===== src/rtl/mem_bridge.sv =====
// mem_bridge: bridges RV32I-style load/store requests onto a word-wide memory
// port with byte enables. It has one outstanding access at a time (IDLE -> ACCESS
// -> RESP). Misaligned accesses and illegal funct3 codes are answered with an
// error response and never reach memory.
// Optional feature: define MEM_TIMEOUT_EN to abort an access that has waited
// TIMEOUT_CYCLES cycles without mem_ack. The abort is reported as an error.
module mem_bridge #(
    parameter int TIMEOUT_CYCLES = 255
) (
    input  logic        clk,
    input  logic        rst_n,
    input  logic        req_valid,
    output logic        req_ready,
    input  logic        req_we,
    input  logic [2:0]  req_funct3,
    input  logic [31:0] req_addr,
    input  logic [31:0] req_wdata,
    output logic        rsp_valid,
    output logic [31:0] rsp_rdata,
    output logic        rsp_err,
    output logic [31:0] mem_addr,
    output logic [31:0] mem_wdata,
    output logic [3:0]  mem_be,
    output logic        mem_ren,
    output logic        mem_wen,
    input  logic [31:0] mem_rdata,
    input  logic        mem_ack
);

    typedef enum logic [1:0] {
        IDLE,
        ACCESS,
        RESP
    } state_t;

    // A zero timeout would abort every access before memory could answer.
    if (TIMEOUT_CYCLES < 1) begin : g_param_check
        $error("mem_bridge: TIMEOUT_CYCLES must be at least 1");
    end

    state_t      state;
    state_t      state_next;

    logic        we_q;
    logic [2:0]  funct3_q;
    logic [31:0] addr_q;
    logic [31:0] wdata_q;
    logic [31:0] rsp_rdata_q;
    logic        rsp_err_q;

    logic        accept;
    logic        req_legal;
    logic        timeout_hit;
    logic [3:0]  be_pattern;
    logic [31:0] wdata_rep;
    logic [7:0]  byte_sel;
    logic [15:0] half_sel;
    logic [31:0] load_data;

    assign accept = req_valid && (state == IDLE);

    // Legality of the incoming request: known funct3 code and natural alignment.
    always_comb begin
        req_legal = 1'b0;
        case (req_funct3)
            3'd0:    req_legal = 1'b1;
            3'd1:    req_legal = !req_addr[0];
            3'd2:    req_legal = (req_addr[1:0] == 2'b00);
            3'd4:    req_legal = !req_we;
            3'd5:    req_legal = !req_we && !req_addr[0];
            default: req_legal = 1'b0;
        endcase
    end

    // Byte-lane enables and replicated store data from the latched request.
    always_comb begin
        be_pattern = 4'b1111;
        wdata_rep  = wdata_q;
        case (funct3_q[1:0])
            2'd0: begin
                be_pattern = 4'b0001 << addr_q[1:0];
                wdata_rep  = {4{wdata_q[7:0]}};
            end
            2'd1: begin
                be_pattern = addr_q[1] ? 4'b1100 : 4'b0011;
                wdata_rep  = {2{wdata_q[15:0]}};
            end
            default: begin
                be_pattern = 4'b1111;
                wdata_rep  = wdata_q;
            end
        endcase
    end

    // Pick the addressed lane from the memory word and extend it to 32 bits.
    always_comb begin
        byte_sel = mem_rdata[7:0];
        case (addr_q[1:0])
            2'd0:    byte_sel = mem_rdata[7:0];
            2'd1:    byte_sel = mem_rdata[15:8];
            2'd2:    byte_sel = mem_rdata[23:16];
            default: byte_sel = mem_rdata[31:24];
        endcase
        half_sel  = addr_q[1] ? mem_rdata[31:16] : mem_rdata[15:0];
        load_data = mem_rdata;
        case (funct3_q)
            3'd0:    load_data = {{24{byte_sel[7]}}, byte_sel};
            3'd1:    load_data = {{16{half_sel[15]}}, half_sel};
            3'd4:    load_data = {24'd0, byte_sel};
            3'd5:    load_data = {16'd0, half_sel};
            default: load_data = mem_rdata;
        endcase
    end

`ifdef MEM_TIMEOUT_EN
    localparam int CNT_W = (TIMEOUT_CYCLES > 1) ? $clog2(TIMEOUT_CYCLES) : 1;

    logic [CNT_W-1:0] wait_cnt;

    // Count ACCESS cycles spent waiting. The count restarts on every acceptance.
    always_ff @(posedge clk or negedge rst_n) begin
        if (!rst_n) begin
            wait_cnt <= '0;
        end else if (accept) begin
            wait_cnt <= '0;
        end else if (state == ACCESS && !mem_ack) begin
            wait_cnt <= wait_cnt + 1'b1;
        end
    end

    assign timeout_hit = (state == ACCESS) && !mem_ack &&
                         (wait_cnt == CNT_W'(TIMEOUT_CYCLES - 1));
`else
    assign timeout_hit = 1'b0;
`endif

    // Latch the request at acceptance and build the response payload.
    always_ff @(posedge clk or negedge rst_n) begin
        if (!rst_n) begin
            we_q        <= 1'b0;
            funct3_q    <= 3'd0;
            addr_q      <= 32'd0;
            wdata_q     <= 32'd0;
            rsp_rdata_q <= 32'd0;
            rsp_err_q   <= 1'b0;
        end else if (accept) begin
            we_q     <= req_we;
            funct3_q <= req_funct3;
            addr_q   <= req_addr;
            wdata_q  <= req_wdata;
            if (!req_legal) begin
                rsp_rdata_q <= 32'd0;
                rsp_err_q   <= 1'b1;
            end
        end else if (state == ACCESS) begin
            if (mem_ack) begin
                rsp_rdata_q <= we_q ? 32'd0 : load_data;
                rsp_err_q   <= 1'b0;
            end else if (timeout_hit) begin
                rsp_rdata_q <= 32'd0;
                rsp_err_q   <= 1'b1;
            end
        end
    end

    // State register.
    always_ff @(posedge clk or negedge rst_n) begin
        if (!rst_n) begin
            state <= IDLE;
        end else begin
            state <= state_next;
        end
    end

    // Next-state logic and all outputs. Outputs are decoded from the state so that reset clears them at once.
    always_comb begin
        state_next = state;
        req_ready  = 1'b0;
        mem_ren    = 1'b0;
        mem_wen    = 1'b0;
        mem_addr   = 32'd0;
        mem_wdata  = 32'd0;
        mem_be     = 4'b0000;
        rsp_valid  = 1'b0;
        rsp_rdata  = 32'd0;
        rsp_err    = 1'b0;
        case (state)
            IDLE: begin
                req_ready = 1'b1;
                if (req_valid) begin
                    state_next = req_legal ? ACCESS : RESP;
                end
            end
            ACCESS: begin
                mem_ren   = !we_q;
                mem_wen   = we_q;
                mem_addr  = {addr_q[31:2], 2'b00};
                mem_wdata = we_q ? wdata_rep : 32'd0;
                mem_be    = be_pattern;
                if (mem_ack || timeout_hit) begin
                    state_next = RESP;
                end
            end
            RESP: begin
                rsp_valid  = 1'b1;
                rsp_rdata  = rsp_rdata_q;
                rsp_err    = rsp_err_q;
                state_next = IDLE;
            end
            default: begin
                state_next = IDLE;
            end
        endcase
    end

endmodule


===== config.mk =====
export PLATFORM = sky130hd
export DESIGN_NAME = mem_bridge
export DESIGN_NICKNAME = d
export VERILOG_FILES = /design/src/rtl/mem_bridge.sv
export SDC_FILE = /design/constraint.sdc
export NUM_CORES = 1
export LEC_CHECK = 0
export ABC_AREA = 1
export CAP_MARGIN = 30
export CELL_PAD_IN_SITES_DETAIL_PLACEMENT = 2
export CELL_PAD_IN_SITES_GLOBAL_PLACEMENT = 2
export CORE_ASPECT_RATIO = 0.7
export CORE_MARGIN = 3
export CORE_UTILIZATION = 25
export CTS_CLUSTER_SIZE = 14
export DETAILED_ROUTE_END_ITERATION = 12
export PLACE_DENSITY = 0.88
export SLEW_MARGIN = 20
export SYNTH_ARGS = -nofsm -noshare
export SYNTH_HDL_FRONTEND = slang
export SYNTH_SLANG_ARGS = --single-unit

===== constraint.sdc =====
create_clock -name clk -period 3.4 [get_ports clk]
set_input_delay 0.51 -clock clk [delete_from_list [all_inputs] [get_ports clk]]
set_output_delay 0.51 -clock clk [all_outputs]
set_load 0.02 [all_outputs]

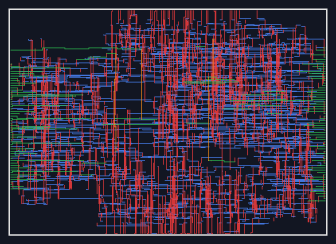
run_1/metal_stack.png
- met3: green (wire length 1530 um)
- met1: blue (wire length 10600 um)
- met2: red (wire length 10400 um)
- met4: orange (wire length 171 um)

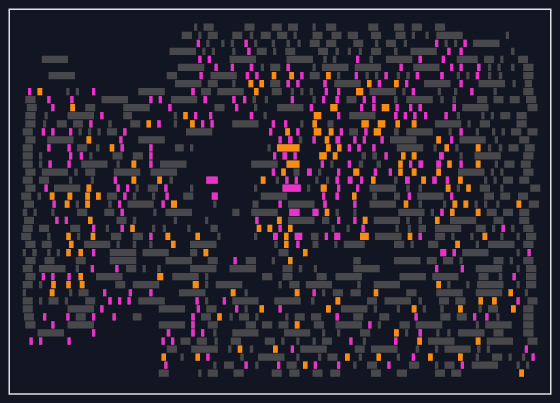
run_1/gate_families.png
- NAND gates: magenta (cells 241; most used nand2_1; where spread over the die)
- inverting AOI/OAI gates: orange (cells 134; most used o21ai_0)

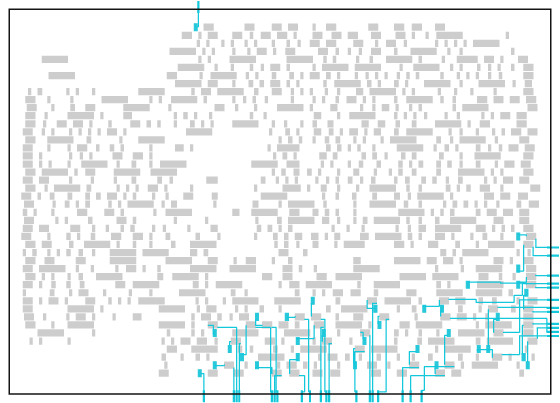
run_1/port_nets.png
- mem_addr: cyan (direction output; edge 19 bottom, 12 right, 1 top; end cells 32; buffers 30; wire 759 um)

==> flow_metrics.py, run 1 <==
# Physical implementation metrics
metrics = {
    "worst_setup_path": {
        "start_kind": "register",
        "cp.arrival_ns": 2.55,
        "crit_cells": 6,
        "cp_top_family": "buffers and inverters",
        "crit_path_end_kind": "output pin",
    },
    "synth": {
        "synth-main-ff-cell": "dfrtp_1",
        "yosys_warnings": 0,
        "top_cells_by_area": "dfrtp_1, nand2_1, nor2_1, o21ai_0, inv_1",
        "synthCells": 774,
    },
    "finish": {
        "final_layout_size_suffix_gt1_share_pct": 4.78,
        "syn_to_final_growth_pct": 46.7,
        "utilization_pct": 38.0,
        "finish.instance_area_um2": 8010,
    },
    "cts": {
        "postCtsSetupRepairBufs": 0,
        "cts_hold_buf": 0,
        "cts_resized": 0,
    },
    "floorplanning": {
        "die_h_um": 130,
        "core-area_um2": 21100,
        "die_area_um2": 23700,
        "num_rows": 44,
    },
    "power_and_ir_drop": {
        "clock_net_power_mw": 1.04,
        "powerSeq_mw": 1.71,
    },
    "sta": {
        "finalCritPeriodShare_pct": 90.0,
        "finalSetupViolCount": 0,
    },
    "run": {
        "tool_warnings": 28,
        "drv_cap": 0,
    },
    "outcome": {
        "status": "finished, final reports clean",
    },
}
--- run 2 (diff from run 1) ---
--- a/config.mk
+++ b/config.mk
@@ -14,6 +14,7 @@
 export CORE_UTILIZATION = 25
 export CTS_CLUSTER_SIZE = 14
 export DETAILED_ROUTE_END_ITERATION = 12
+export GPL_ROUTABILITY_DRIVEN = 1
 export PLACE_DENSITY = 0.88
 export SLEW_MARGIN = 20
 export SYNTH_ARGS = -nofsm -noshare
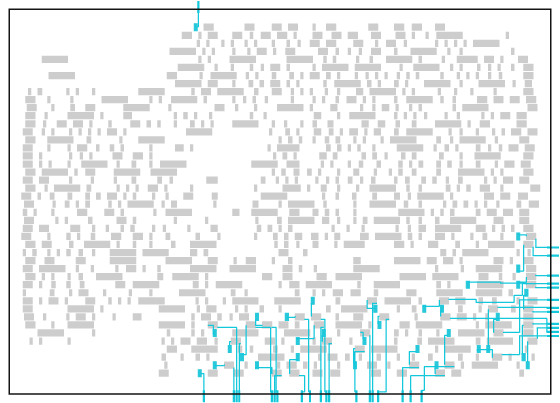
run_2/port_nets.png
- mem_addr: cyan (direction output; edge 19 bottom, 12 right, 1 top; end cells 32; buffers 30; wire 759 um)

==> run 2 against run 1 <==
  * Clock skew stayed put
  * Routed wire length is the same
  * Critical endpoint unchanged
  * Combinational power barely moved
  * Largest power group unchanged
  * Synthesized cell count unchanged
  * Via count unchanged
==> flow_metrics.py, run 2 <==
# Physical implementation metrics
metrics = {
    "synth": {
        "top_cells_by_area": "dfrtp_1, nand2_1, nor2_1, o21ai_0, inv_1",
        "synth-main-ff-cell": "dfrtp_1",
        "ys_top_cells_by_count": "nand2_1, nor2_1, dfrtp_1",
        "yosys_warnings": 0,
        "syn_avg_cell_area_um2": 7.05,
    },
    "worst_setup_path": {
        "crit_cells": 6,
        "crit_path_end_kind": "output pin",
        "cp_top_family": "buffers and inverters",
        "cp.arrival_ns": 2.55,
        "start_kind": "register",
    },
    "finish": {
        "nNonClkInverters": 102,
        "syn_to_final_growth_pct": 46.7,
        "utilization_pct": 38.0,
        "finish.instance_area_um2": 8010,
    },
    "cts": {
        "cts_hold_buf": 0,
        "postCtsSetupRepairBufs": 0,
        "cts_resized": 0,
    },
    "run": {
        "tool_warnings": 28,
        "drv_cap": 0,
    },
    "floorplanning": {
        "die_h_um": 130,
        "num_rows": 44,
        "die_area_um2": 23700,
    },
    "sta": {
        "finalCritPeriodShare_pct": 90.0,
        "finalSetupViolCount": 0,
    },
    "power_and_ir_drop": {
        "maxPowerGroup": "sequential cells",
    },
    "outcome": {
        "status": "finished, final reports clean",
    },
    "grt": {
        "gr-usage-met1_pct": 26.1,
    },
    "detailed_routing": {
        "drt_iter0_markers": 345,
    },
}
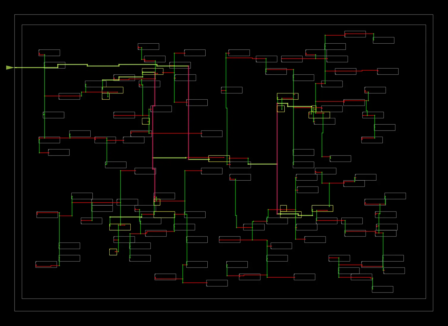
run_2/final_clocks.png
CTS buffer count: 9
Num Clock Sinks: 103
P_clk: 1.04 mW
worst clock skew: 0.00635 ns

run_2/gate_families.png
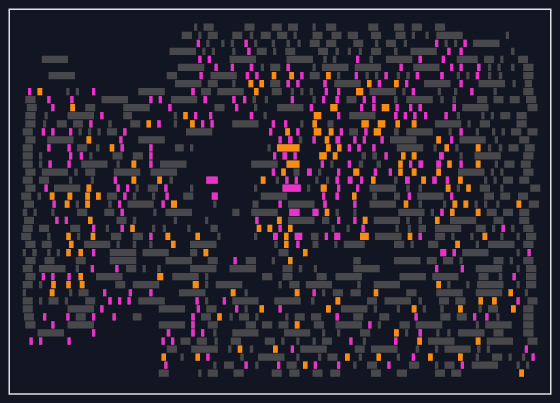

--- run 3 (diff from run 2) ---
--- a/config.mk
+++ b/config.mk
@@ -11,11 +11,12 @@
 export CELL_PAD_IN_SITES_GLOBAL_PLACEMENT = 2
 export CORE_ASPECT_RATIO = 0.7
 export CORE_MARGIN = 3
-export CORE_UTILIZATION = 25
+export CORE_UTILIZATION = 26
+export CTS_BUF_LIST = sky130_fd_sc_hd__clkbuf_4
 export CTS_CLUSTER_SIZE = 14
 export DETAILED_ROUTE_END_ITERATION = 12
 export GPL_ROUTABILITY_DRIVEN = 1
-export PLACE_DENSITY = 0.88
+export PLACE_DENSITY = 0.91
 export SLEW_MARGIN = 20
 export SYNTH_ARGS = -nofsm -noshare
 export SYNTH_HDL_FRONTEND = slang
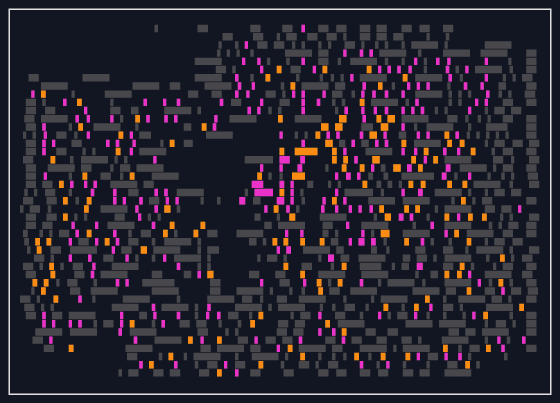
run_3/gate_families.png
- inverting AOI/OAI gates: orange (cells 134; most used o21ai_0)
- NAND gates: magenta (cells 241; most used nand2_1; where spread over the die)

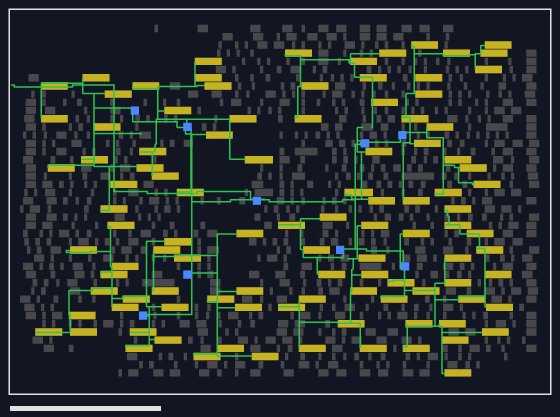
run_3/clock_map.png
Bar = 50 um.
- clock wires: green (length 1570 um)
- flip-flops: yellow (count 103)
- cells driving clock nets: blue (count 9)
- routed clock nets: 10

==> run 3 against run 2 <==
  * Clock skew increased by 0.013 ns
  * Maximum frequency shrank 3.2%
  * Routed wire length is 0.60% lower
  * Global-route usage increased by 0.78 points
  * Sequential share of layout area increased by 0.42 points
  * Final cell count shrank 0.40%
  * Die size down 3.7%
  * Highest routed layer is now met5
==> flow_metrics.py, run 3 <==
# Physical implementation metrics
metrics = {
    "outcome": {
        "status": "finished, final reports clean",
    },
    "sta": {
        "finalCritPeriodShare_pct": 93.0,
        "finalSetupViolCount": 0,
        "skew_ns": 0.0197,
    },
    "cts": {
        "cts_made_buffers": 9,
        "cts_resized": 0,
        "cts_sinks": 103,
        "cts_hold_buf": 1,
        "postCtsSetupRepairBufs": 0,
    },
    "synth": {
        "yosys_warnings": 0,
        "ys_top_cells_by_count": "nand2_1, nor2_1, dfrtp_1",
        "top_cells_by_area": "dfrtp_1, nand2_1, nor2_1, o21ai_0, inv_1",
        "synth-main-ff-cell": "dfrtp_1",
        "syn_avg_cell_area_um2": 7.05,
    },
    "worst_setup_path": {
        "cp.arrival_ns": 2.65,
        "crit_path_end_kind": "output pin",
        "cp_top_family": "buffers and inverters",
        "crit_cells": 4,
        "start_kind": "register",
    },
    "power_and_ir_drop": {
        "maxPowerGroup": "sequential cells",
        "clock_net_power_uw": 812,
    },
    "detailed_routing": {
        "drt_iter0_markers": 323,
        "wl_met1_um": 10300,
    },
    "finish": {
        "syn_to_final_growth_pct": 45.0,
        "nNonClkInverters": 102,
        "finish.instance_area_um2": 7910,
        "utilization_pct": 39.2,
    },
    "grt": {
        "gr-usage-met1_pct": 27.4,
    },
    "floorplanning": {
        "num_rows": 43,
        "die_h_um": 127,
        "die_area_um2": 22800,
    },
    "run": {
        "tool_warnings": 26,
    },
}
Power is estimated from default activity; no workload was simulated.
